--- src/rtl/src_sink_pkg.sv ---
// Shared state encoding and default sizing for the source-to-sink arbiter.
package src_sink_pkg;

    localparam int DEF_N_SRC      = 2;
    localparam int DEF_DATA_W     = 8;
    localparam int DEF_BURST_MAX  = 4;
    localparam int DEF_FIFO_DEPTH = 4;

    typedef enum logic [1:0] {
        ST_IDLE  = 2'd0,
        ST_GRANT = 2'd1,
        ST_DRAIN = 2'd2
    } state_t;

    // Width needed to hold a beat count from 0 up to max_val inclusive.
    function automatic int cnt_width(input int max_val);
        return $clog2(max_val + 1);
    endfunction

endpackage

--- src/rtl/src_sink_fifo.sv ---
// Circular buffer between the arbiter and the sink. A push while full is dropped,
// regardless of a simultaneous pop, so the arbiter must gate its ready on o_full.
module src_sink_fifo #(
    parameter int WIDTH = 8,
    parameter int DEPTH = 4
) (
    input  logic             clk,
    input  logic             rst,
    input  logic             i_push,
    input  logic [WIDTH-1:0] i_push_data,
    input  logic             i_pop,
    output logic [WIDTH-1:0] o_pop_data,
    output logic             o_full,
    output logic             o_empty
);

    localparam int AW = $clog2(DEPTH);

    logic [WIDTH-1:0] r_mem [DEPTH];
    logic [AW-1:0]    r_wr_ptr;
    logic [AW-1:0]    r_rd_ptr;
    logic [AW:0]      r_count;
    logic             w_push;
    logic             w_pop;

    assign o_full     = (r_count == (AW+1)'(DEPTH));
    assign o_empty    = (r_count == '0);
    assign w_push     = i_push && !o_full;
    assign w_pop      = i_pop && !o_empty;
    // Stale entries are not cleared by reset, so mask the head while empty.
    assign o_pop_data = o_empty ? '0 : r_mem[r_rd_ptr];

    always_ff @(posedge clk or posedge rst) begin
        if (rst) begin
            r_wr_ptr <= '0;
            r_rd_ptr <= '0;
            r_count  <= '0;
        end else begin
            if (w_push) begin
                r_wr_ptr <= r_wr_ptr + 1'b1;
            end
            if (w_pop) begin
                r_rd_ptr <= r_rd_ptr + 1'b1;
            end
            case ({w_push, w_pop})
                2'b10:   r_count <= r_count + 1'b1;
                2'b01:   r_count <= r_count - 1'b1;
                default: r_count <= r_count;
            endcase
        end
    end

    always_ff @(posedge clk) begin
        if (w_push) begin
            r_mem[r_wr_ptr] <= i_push_data;
        end
    end

endmodule

--- src/rtl/src_sink_arbiter.sv ---
// Round-robin arbiter that grants bursts of up to BURST_MAX beats from one of
// N_SRC sources into a FIFO feeding a single sink.
//   state    | meaning
//   ST_IDLE  | wait for enable and a valid source, pick next round-robin winner
//   ST_GRANT | stream beats from the granted source into the FIFO
//   ST_DRAIN | enable dropped during a grant; hold off grants until FIFO empties
module src_sink_arbiter
    import src_sink_pkg::*;
#(
    parameter int N_SRC      = DEF_N_SRC,
    parameter int DATA_W     = DEF_DATA_W,
    parameter int BURST_MAX  = DEF_BURST_MAX,
    parameter int FIFO_DEPTH = DEF_FIFO_DEPTH
) (
    input  logic                     clk,
    input  logic                     rst,
    input  logic                     enable,
    input  logic [N_SRC-1:0]         src_valid,
    input  logic [N_SRC*DATA_W-1:0]  src_data,
    output logic [N_SRC-1:0]         src_ready,
    output logic                     snk_valid,
    output logic [DATA_W-1:0]        snk_data,
    output logic [$clog2(N_SRC)-1:0] snk_src,
    input  logic                     snk_ready,
    output logic                     busy
);

    localparam int SRC_W = $clog2(N_SRC);
    localparam int CNT_W = cnt_width(BURST_MAX);
    localparam int ENT_W = SRC_W + DATA_W;
    localparam logic [CNT_W-1:0] LAST_BEAT = CNT_W'(BURST_MAX - 1);
    localparam logic [SRC_W-1:0] LAST_SRC  = SRC_W'(N_SRC - 1);

    state_t             r_state;
    logic [SRC_W-1:0]   r_grant;
    logic [SRC_W-1:0]   r_last;
    logic [CNT_W-1:0]   r_beat_cnt;

    logic [SRC_W-1:0]   w_pick;
    logic               w_any;
    logic [DATA_W-1:0]  w_grant_data;
    logic               w_grant_valid;
    logic [N_SRC-1:0]   w_ready_mask;
    logic               w_in_grant;
    logic               w_xfer;
    logic               w_grant_end;
    logic               w_fifo_full;
    logic               w_fifo_empty;
    logic               w_pop;
    logic [ENT_W-1:0]   w_push_data;
    logic [ENT_W-1:0]   w_pop_data;

    // Search starts just after the previous winner so every source gets a turn.
    always_comb begin
        w_pick = r_last;
        w_any  = 1'b0;
        for (int k = 1; k <= N_SRC; k++) begin
            if (!w_any && src_valid[(int'(r_last) + k) % N_SRC]) begin
                w_pick = SRC_W'((int'(r_last) + k) % N_SRC);
                w_any  = 1'b1;
            end
        end
    end

    always_comb begin
        w_grant_data  = '0;
        w_grant_valid = 1'b0;
        w_ready_mask  = '0;
        for (int i = 0; i < N_SRC; i++) begin
            if (r_grant == SRC_W'(i)) begin
                w_grant_data    = src_data[i*DATA_W +: DATA_W];
                w_grant_valid   = src_valid[i];
                w_ready_mask[i] = 1'b1;
            end
        end
    end

    assign w_in_grant  = (r_state == ST_GRANT);
    assign src_ready   = (w_in_grant && !w_fifo_full) ? w_ready_mask : '0;
    assign w_xfer      = w_in_grant && w_grant_valid && !w_fifo_full;
    // A falling enable still lets this cycle's beat land before leaving GRANT.
    assign w_grant_end = w_in_grant &&
                         (!w_grant_valid || !enable ||
                          (w_xfer && (r_beat_cnt == LAST_BEAT)));
    assign w_push_data = {r_grant, w_grant_data};

    always_ff @(posedge clk or posedge rst) begin
        if (rst) begin
            r_state    <= ST_IDLE;
            r_grant    <= '0;
            r_last     <= LAST_SRC;
            r_beat_cnt <= '0;
        end else begin
            case (r_state)
                ST_IDLE: begin
                    if (enable && w_any) begin
                        r_grant <= w_pick;
                        r_state <= ST_GRANT;
                    end
                end
                ST_GRANT: begin
                    if (w_xfer) begin
                        r_beat_cnt <= r_beat_cnt + 1'b1;
                    end
                    if (w_grant_end) begin
                        r_last     <= r_grant;
                        r_beat_cnt <= '0;
                        r_state    <= enable ? ST_IDLE : ST_DRAIN;
                    end
                end
                ST_DRAIN: begin
                    if (w_fifo_empty) begin
                        r_state <= ST_IDLE;
                    end
                end
                default: r_state <= ST_IDLE;
            endcase
        end
    end

    src_sink_fifo #(
        .WIDTH (ENT_W),
        .DEPTH (FIFO_DEPTH)
    ) u_fifo (
        .clk         (clk),
        .rst         (rst),
        .i_push      (w_xfer),
        .i_push_data (w_push_data),
        .i_pop       (w_pop),
        .o_pop_data  (w_pop_data),
        .o_full      (w_fifo_full),
        .o_empty     (w_fifo_empty)
    );

    assign snk_valid           = !w_fifo_empty;
    assign w_pop               = snk_valid && snk_ready;
    assign {snk_src, snk_data} = w_pop_data;
    assign busy                = (r_state != ST_IDLE) || !w_fifo_empty;

endmodule

--- config.mk ---
export PLATFORM = sky130hd
export DESIGN_NAME = src_sink_arbiter
export DESIGN_NICKNAME = d
export VERILOG_FILES = /design/src/rtl/src_sink_pkg.sv /design/src/rtl/src_sink_fifo.sv /design/src/rtl/src_sink_arbiter.sv
export SDC_FILE = /design/constraint.sdc
export NUM_CORES = 1
export LEC_CHECK = 0
export ABC_AREA = 1
export CORE_ASPECT_RATIO = 0.6
export CORE_MARGIN = 1
export CORE_UTILIZATION = 45
export DETAILED_ROUTE_END_ITERATION = 7
export PLACE_DENSITY = 0.77
export SYNTH_ARGS = -nofsm -noshare
export SYNTH_HDL_FRONTEND = slang
export SYNTH_SLANG_ARGS = --single-unit
--- constraint.sdc ---
create_clock -name clk -period 5.6 [get_ports clk]
set_clock_uncertainty 0.15 [all_clocks]
set_input_delay 0.84 -clock clk [delete_from_list [all_inputs] [get_ports clk]]
set_output_delay 0.84 -clock clk [all_outputs]
set_load 0.02 [all_outputs]
==> reports/qor.yml <==
run_status: "completed"
cts-root-buf: "sky130_fd_sc_hd__clkbuf_8"
enable_flop_cells: 36
synth_simple_gate_area_share_pct: 20.2
syn_nets: 263
total_power_mw: 1.54
yosys-top-cells-count: "46 x sky130_fd_sc_hd__nor2_1, 38 x sky130_fd_sc_hd__nand2_1, 36 x sky130_fd_sc_hd__edfxtp_1, 20 x sky130_fd_sc_hd__inv_1, 20 x sky130_fd_sc_hd__o21ai_0"
post_cts_resize_count: 0
num_vias: 1659
power_frac_seq_pct: 39.3
p_comb_share_pct: 44.3
highest_layer: "met4"
antenna_cells: 0
regToRegEndpoint: "u_fifo.r_mem[1][3]"
cts_hold_buffers: 0
criticalPathCategory: "reg -> out"
synthMuxAreaShare_pct: 0
slew-limit-headroom_pct: 34.8
vias_per_cell: 4.94
use_met1_pct: 27.1
antenna_violating_nets_post_route: 0
r2r_setup_slack_ps: 2950
cts.sink_count: 50
finalNetCount: 299
path_clk_slew_ps: 90
postSynth.asyncResetShare_pct: 28.0
metrics by stage:
stage / setup WS, ps / area, sq um / util, % / std cells
global placement: 2570 / 2760 / 54.4 / 328
global route: 1920 / 2870 / 56.6 / 336
detailed placement: 2470 / 2760 / 54.4 / 328
floorplan: 3270 / 2380 / - / 233
CTS: 2130 / 2870 / 56.6 / 336
finish: 2170 / 2870 / 56.6 / 336
cell type report:
type | instances | area [sq um]
timing repair buffer | 34 | 340
inverter | 26 | 97.6
sequential | 50 | 1430
clock buffer | 6 | 72.6
tap | 66 | 82.6
clock inverter | 2 | 37.5
multi-input combinational | 152 | 810
fill | 414 | 2210
worst max-delay path: cells and delay by family (launching register included):
family	cells	cell delay, ps
AND-OR/OR-AND	2	410
flip-flops	1	740
buffers and inverters	2	980
wire_density.png
Drawn at 4 px/um. 19 x 12 tiles, from dark purple (low) to yellow (high), scaled to the fullest tile. Values are wire area over tile area, all layers added.
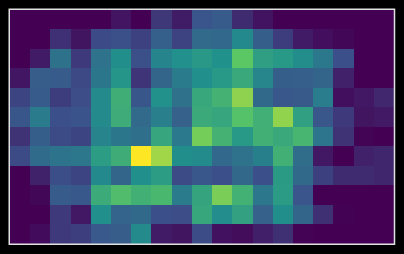
mean over tiles = 0.14
tiles over half the peak = 19%
fullest tile = 0.48
densest ninth of the die = center
nearly empty tiles = 19%
All-Layer GR Usage: 19.4%
sum of routed wire length over all layers: 4790 um

final_placement.png
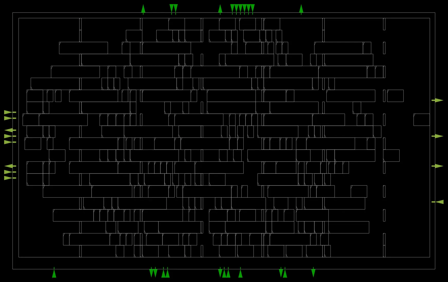
end-of-flow core utilization: 56.6%
number of standard cells in the final layout excluding fillers: 336
Core Box Area: 5080 sq um

registers.png
Drawn at 4 px/um. Other sequential cells in the stronger gray, the rest of the logic in the fainter gray.
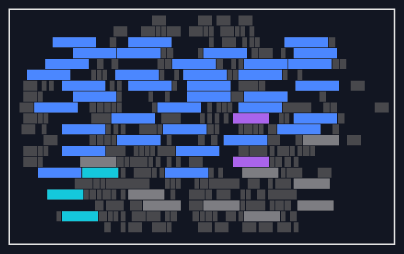
`u_fifo.r_rd_ptr` -> purple  # flops 2
`r_beat_cnt` -> cyan  # flops 3
`u_fifo.r_mem` -> blue  # flops 36
power attributed to sequential cells: 605 uW
register cell area after layout: 1430 sq um
sequential portion of the cell area: 49.9%

No activity file was given, so power comes from the tool's default toggle rates.
